$ cat src/rtl/wb_regfile.sv
// wb_regfile: write-back stage of the 64-bit pipeline.
// Chooses the write-back value (load data or ALU result) and commits it to a
// 32 x XLEN integer register file. Two combinational decode read ports see
// a write-through bypass of the value being committed this cycle. A 64-bit
// counter tracks committed writes for debug and performance monitoring.
module wb_regfile #(
    parameter int XLEN  = 64,
    parameter int NREGS = 32
) (
    input  logic            clk,
    input  logic            reset,
    input  logic            MWB_RegWrite,
    input  logic            MWB_MemToReg,
    input  logic [XLEN-1:0] MWB_ReadData,
    input  logic [XLEN-1:0] MWB_ALUResult,
    input  logic [4:0]      MWB_rd,
    input  logic [4:0]      rs1,
    input  logic [4:0]      rs2,
    output logic [XLEN-1:0] ReadData1,
    output logic [XLEN-1:0] ReadData2,
    output logic [XLEN-1:0] WB_WriteData,
    output logic            WB_Valid,
    output logic [63:0]     RetireCount
);

    logic [XLEN-1:0] regs_q [NREGS];
    logic [XLEN-1:0] regs_d [NREGS];
    logic [63:0]     retire_q;
    logic [63:0]     retire_d;
    logic [XLEN-1:0] wb_data_s;
    logic            wb_valid_s;
    logic [XLEN-1:0] rd1_s;
    logic [XLEN-1:0] rd2_s;

    // Write-back data select and commit qualifier (x0 is never a target).
    always_comb begin
        wb_data_s  = MWB_ALUResult;
        wb_valid_s = 1'b0;
        if (MWB_MemToReg) begin
            wb_data_s = MWB_ReadData;
        end else begin
            wb_data_s = MWB_ALUResult;
        end
        if (MWB_RegWrite && (MWB_rd != 5'd0)) begin
            wb_valid_s = 1'b1;
        end else begin
            wb_valid_s = 1'b0;
        end
    end

    // Next-state of the register array and the retire counter.
    always_comb begin
        regs_d   = regs_q;
        retire_d = retire_q;
        if (wb_valid_s) begin
            regs_d[MWB_rd] = wb_data_s;
            retire_d       = retire_q + 64'd1;
        end else begin
            retire_d = retire_q;
        end
    end

    // Read port A: x0 reads zero, then bypass, then array; bypass is held off in reset.
    always_comb begin
        rd1_s = {XLEN{1'b0}};
        if (!reset) begin
            rd1_s = {XLEN{1'b0}};
        end else if (rs1 == 5'd0) begin
            rd1_s = {XLEN{1'b0}};
        end else if (wb_valid_s && (MWB_rd == rs1)) begin
            rd1_s = wb_data_s;
        end else begin
            rd1_s = regs_q[rs1];
        end
    end

    // Read port B: same priority as port A, indexed by rs2.
    always_comb begin
        rd2_s = {XLEN{1'b0}};
        if (!reset) begin
            rd2_s = {XLEN{1'b0}};
        end else if (rs2 == 5'd0) begin
            rd2_s = {XLEN{1'b0}};
        end else if (wb_valid_s && (MWB_rd == rs2)) begin
            rd2_s = wb_data_s;
        end else begin
            rd2_s = regs_q[rs2];
        end
    end

    // State registers: async clear discards any pending write and zeroes all state.
    always_ff @(posedge clk or negedge reset) begin
        if (!reset) begin
            for (int i = 0; i < NREGS; i++) begin
                regs_q[i] <= {XLEN{1'b0}};
            end
            retire_q <= 64'd0;
        end else begin
            regs_q   <= regs_d;
            retire_q <= retire_d;
        end
    end

    assign ReadData1    = rd1_s;
    assign ReadData2    = rd2_s;
    assign WB_WriteData = wb_data_s;
    assign WB_Valid     = wb_valid_s;
    assign RetireCount  = retire_q;

endmodule

$ cat config.mk
export PLATFORM = sky130hd
export DESIGN_NAME = wb_regfile
export DESIGN_NICKNAME = d
export VERILOG_FILES = /design/src/rtl/wb_regfile.sv
export SDC_FILE = /design/constraint.sdc
export NUM_CORES = 2
export LEC_CHECK = 0
export CELL_PAD_IN_SITES_DETAIL_PLACEMENT = 2
export CELL_PAD_IN_SITES_GLOBAL_PLACEMENT = 2
export CORE_ASPECT_RATIO = 0.9
export CORE_UTILIZATION = 34
export DETAILED_ROUTE_END_ITERATION = 8
export PLACE_DENSITY_LB_ADDON = 0.1
export SLEW_MARGIN = 20
export SYNTH_ARGS = -nofsm -noshare
export SYNTH_HDL_FRONTEND = slang
export SYNTH_SLANG_ARGS = --single-unit
$ cat constraint.sdc
create_clock -name clk -period 3.7 [get_ports clk]
set_clock_uncertainty 0.2 [all_clocks]
set_input_delay 0.74 -clock clk [delete_from_list [all_inputs] [get_ports clk]]
set_output_delay 0.74 -clock clk [all_outputs]
set_load 0.01 [all_outputs]
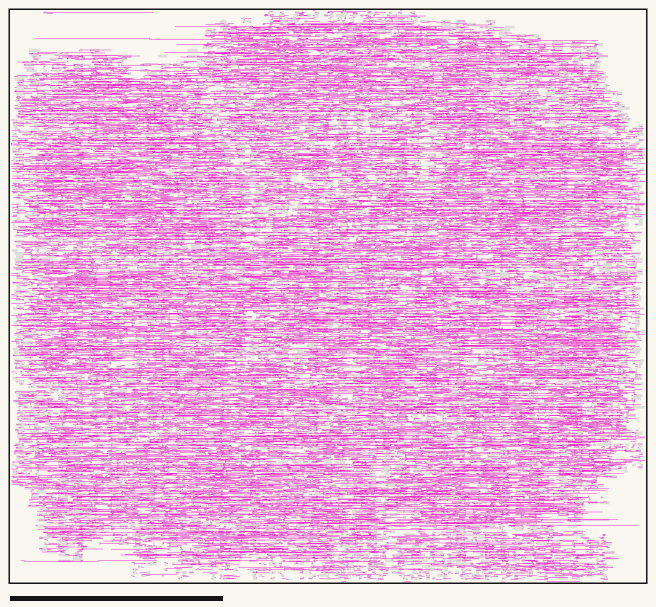
(metal 1)
Scale bar: 200 um. Cells faint in the background.
wire length on this layer = 226 mm
longest straight run = 111 um
share of all routed wire = 42%
main direction = horizontal
via count: 94171
drt total wl: 533000 um

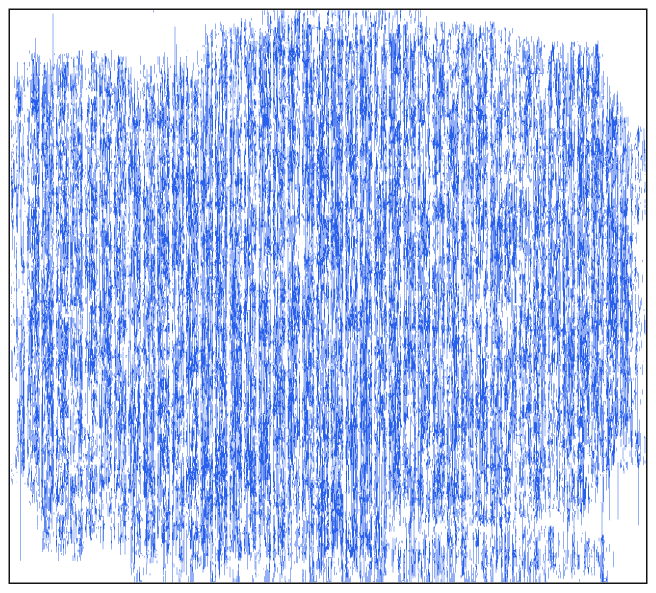
(signal wires on met2)
main direction = vertical
nets with wire on the layer = 10336
Global Route met2 Usage: 52.4%

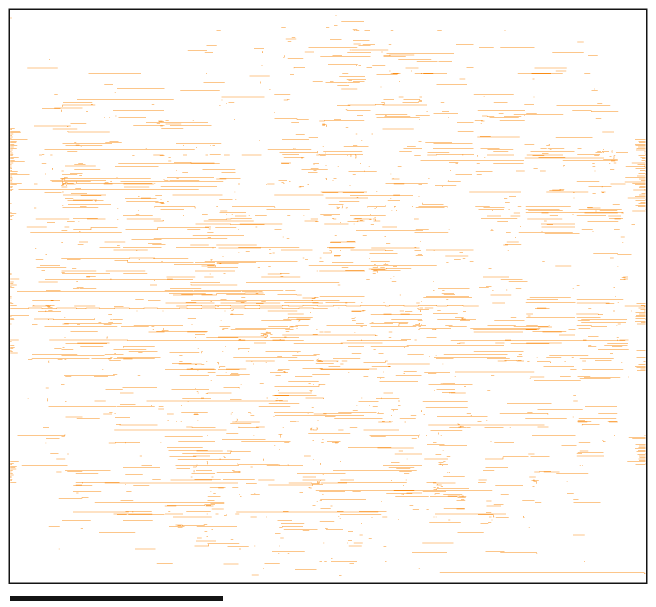
(metal 3)
Scale bar: 200 um.
main direction = horizontal
longest straight run = 210 um
share of all routed wire = 5.0%
met3 Usage GRT: 4.09%

==> flow_summary_export.csv <==
group,metric,value,unit
status,status,"complete, but fails checks",
status,violations,"negative setup slack",
finish,stdcell_count,15459,
worst_setup_path,critPathLaunchType,"primary input",
global_route,grt_pass1_vias,102642,
floorplan,num_rows,196,
floorplan,die_y,537,um
placed_design,dpl_worst_slack,-971,ps
yosys,synthTopCellsByArea,"dfrtp_1 49%, mux4_2 16%, mux2i_1 5.0%",
drt,drt_iter0_drc,7455,
yosys,synth_xor_xnor_area_share,0.590,%
yosys,postSynthSeqShare,48.9,%
finish,stdcell_area,0.144,mm2
yosys,ys.flop_type,"dfrtp_1",
yosys,synth-async-reset-ratio,100,%
power,peakVddDrop,0.000339,V
worst_setup_path,cp_num_buf_inv,8,
worst_setup_path,path_common_cell,"buf_16",
sta,period_used_share,106,%
drt,ant_nets,0,
finish,fillCellCount,31236,
job,max-cap-violations,0,
finish,layout_top_cell,"dfrtp_1",
sta,finalSetupViolCount,100,
worst_setup_path,critPathTopFamily,"buffers and inverters",
sta,maxSlewViolCount,0,
power,power.density,545,mW/mm2
global_route,grt_pass1_wl,757000,um
sta,setup_tns,-8610,ps
clocking,tritoncts,"done",
worst_setup_path,crit_arrival,2980,ps
floorplan,dieArea,0.320,mm2
placed_design,hpwl,337000,um
yosys,ys_cells,10045,
yosys,ys_sh_simple,8.85,%
power,p_leak,0.0616,uW
drt,top_layer_used,"met5",
drt,met3_length,26600,um
finish,finish.utilization,45.6,%
finish,area_delta_synth_final,33.5,%
finish,regArea,0.0529,mm2
drt,drt-met1-wl,226000,um
yosys,ys.flops,2112,
yosys,avgSynthCellArea,10.8,um2
clocking,clkLatencyLatePin,900,ps
finish,logic_area,0.0553,mm2
global_route,track_usage,32.4,%
sta,maxSlewHeadroom,7.69,%
floorplan,die_x,596,um
finish,drive_gt1_share,30.7,%
yosys,ys_top_logic_family,"multiplexers",
global_route,antenna_found_initial,11,
floorplan,fp_util,34.1,%
worst_setup_path,end_kind,"primary output",
sta,rsz0062_at_grt,"true",
floorplan,num_io_pins,404,
yosys,synth.most_common_cell,"dfrtp_1",
job,tool_warnings,68,
sta,finalHoldViolCount,0,
worst_setup_path,critical_path.max_stage_delay,250,ps
yosys,syn_area,0.108,mm2
placed_design,place_area,0.126,mm2
global_route,grt_max_degree,178,
yosys,synth-edff-count,0,
clocking,cts_made_buffers,263,
yosys,synthDistinctLibCells,58,
finish,mostFrequentLayoutCells,"2112 x dfrtp_1, 1102 x nand2_1, 1043 x nor2_1, 1041 x a21oi_1, 960 x o21ai_0",
yosys,syn_inst,10045,
yosys,synthAoiAreaFrac,15.9,%
sta,max_freq,0.255,GHz
sta,worst_slew_pin_slew,1380,ps
drt,routed-wl-met2,254000,um
yosys,syn_nets,10193,
clocking,cts_sinks,2112,
drt,dr.pass1.iters,6,
worst_setup_path,cpMaxStageDelayCell,"o311ai_4",
global_route,grt-ovfl-total,0,
sta,timing.final.ws_setup,-216,ps
worst_setup_path,cp_max_fo,8,
yosys,muxShareOfSynthArea,21.4,%
yosys,ys.warnings.count,0,
drt,wl_per_cell,34.5,um
[power by group]
part | switching, uW | leakage [uW] | total, uW | internal (uW)
logic | 10100 | 0.0309 | 19600 | 9520
clock network | 11000 | 0.00426 | 26800 | 15700
registers | 4240 | 0.0265 | 32200 | 27900
total | 25400 | 0.0616 | 78600 | 53200
[state kept, by name (all words and copies together) (netlist names)]
register,cells
regs_q,2048
RetireCount,64
[routing by layer]
metal | track usage, % | up-vias
li1 | - | 38730
met1 | 43.3 | 51529
met2 | 52.4 | 2978
met3 | 4.09 | 930
met4 | 15.3 | 4
met5 | 0 | -
[worst paths after layout]
check | startpoint | slack [ps] | end | cells after the start
min in group asynchronous | reset | 590 | regs_q[2]$_DFFE_PN0P_ | 3
worst max-delay path | rs1[0] | -220 | ReadData1[22] | 13
worst max register to register | RetireCount[35]$_DFFE_PN0P_ | 880 | RetireCount[59]$_DFFE_PN0P_ | 5
worst min register to register | regs_q[1986]$_DFFE_PN0P_ | 190 | regs_q[1986]$_DFFE_PN0P_ | 0
max in group asynchronous | reset | 290 | regs_q[1781]$_DFFE_PN0P_ | 5
worst min-delay path | regs_q[1986]$_DFFE_PN0P_ | 190 | regs_q[1986]$_DFFE_PN0P_ | 0
[layout make-up]
cell class	count	share of cell area, %
flip-flops and latches	2112	36.6
repair buffers	1836	15.1
clock inverters	68	0.593
inverters	75	0.200
clock buffers	380	5.38
well taps	4257	3.69
multi-input cells	6725	38.3
diodes	6	0.0104
[what timing repair did]
item,CTS,global route
resized,1142,411
pin swaps,126,171
endpoints found under the hold margin,366,0
hold buffers,1,0
endpoints found under the setup margin,128,123
setup buffers,181,168
gates cloned,34,27
Power figures rest on the tool's default switching activity, not on a simulated workload.
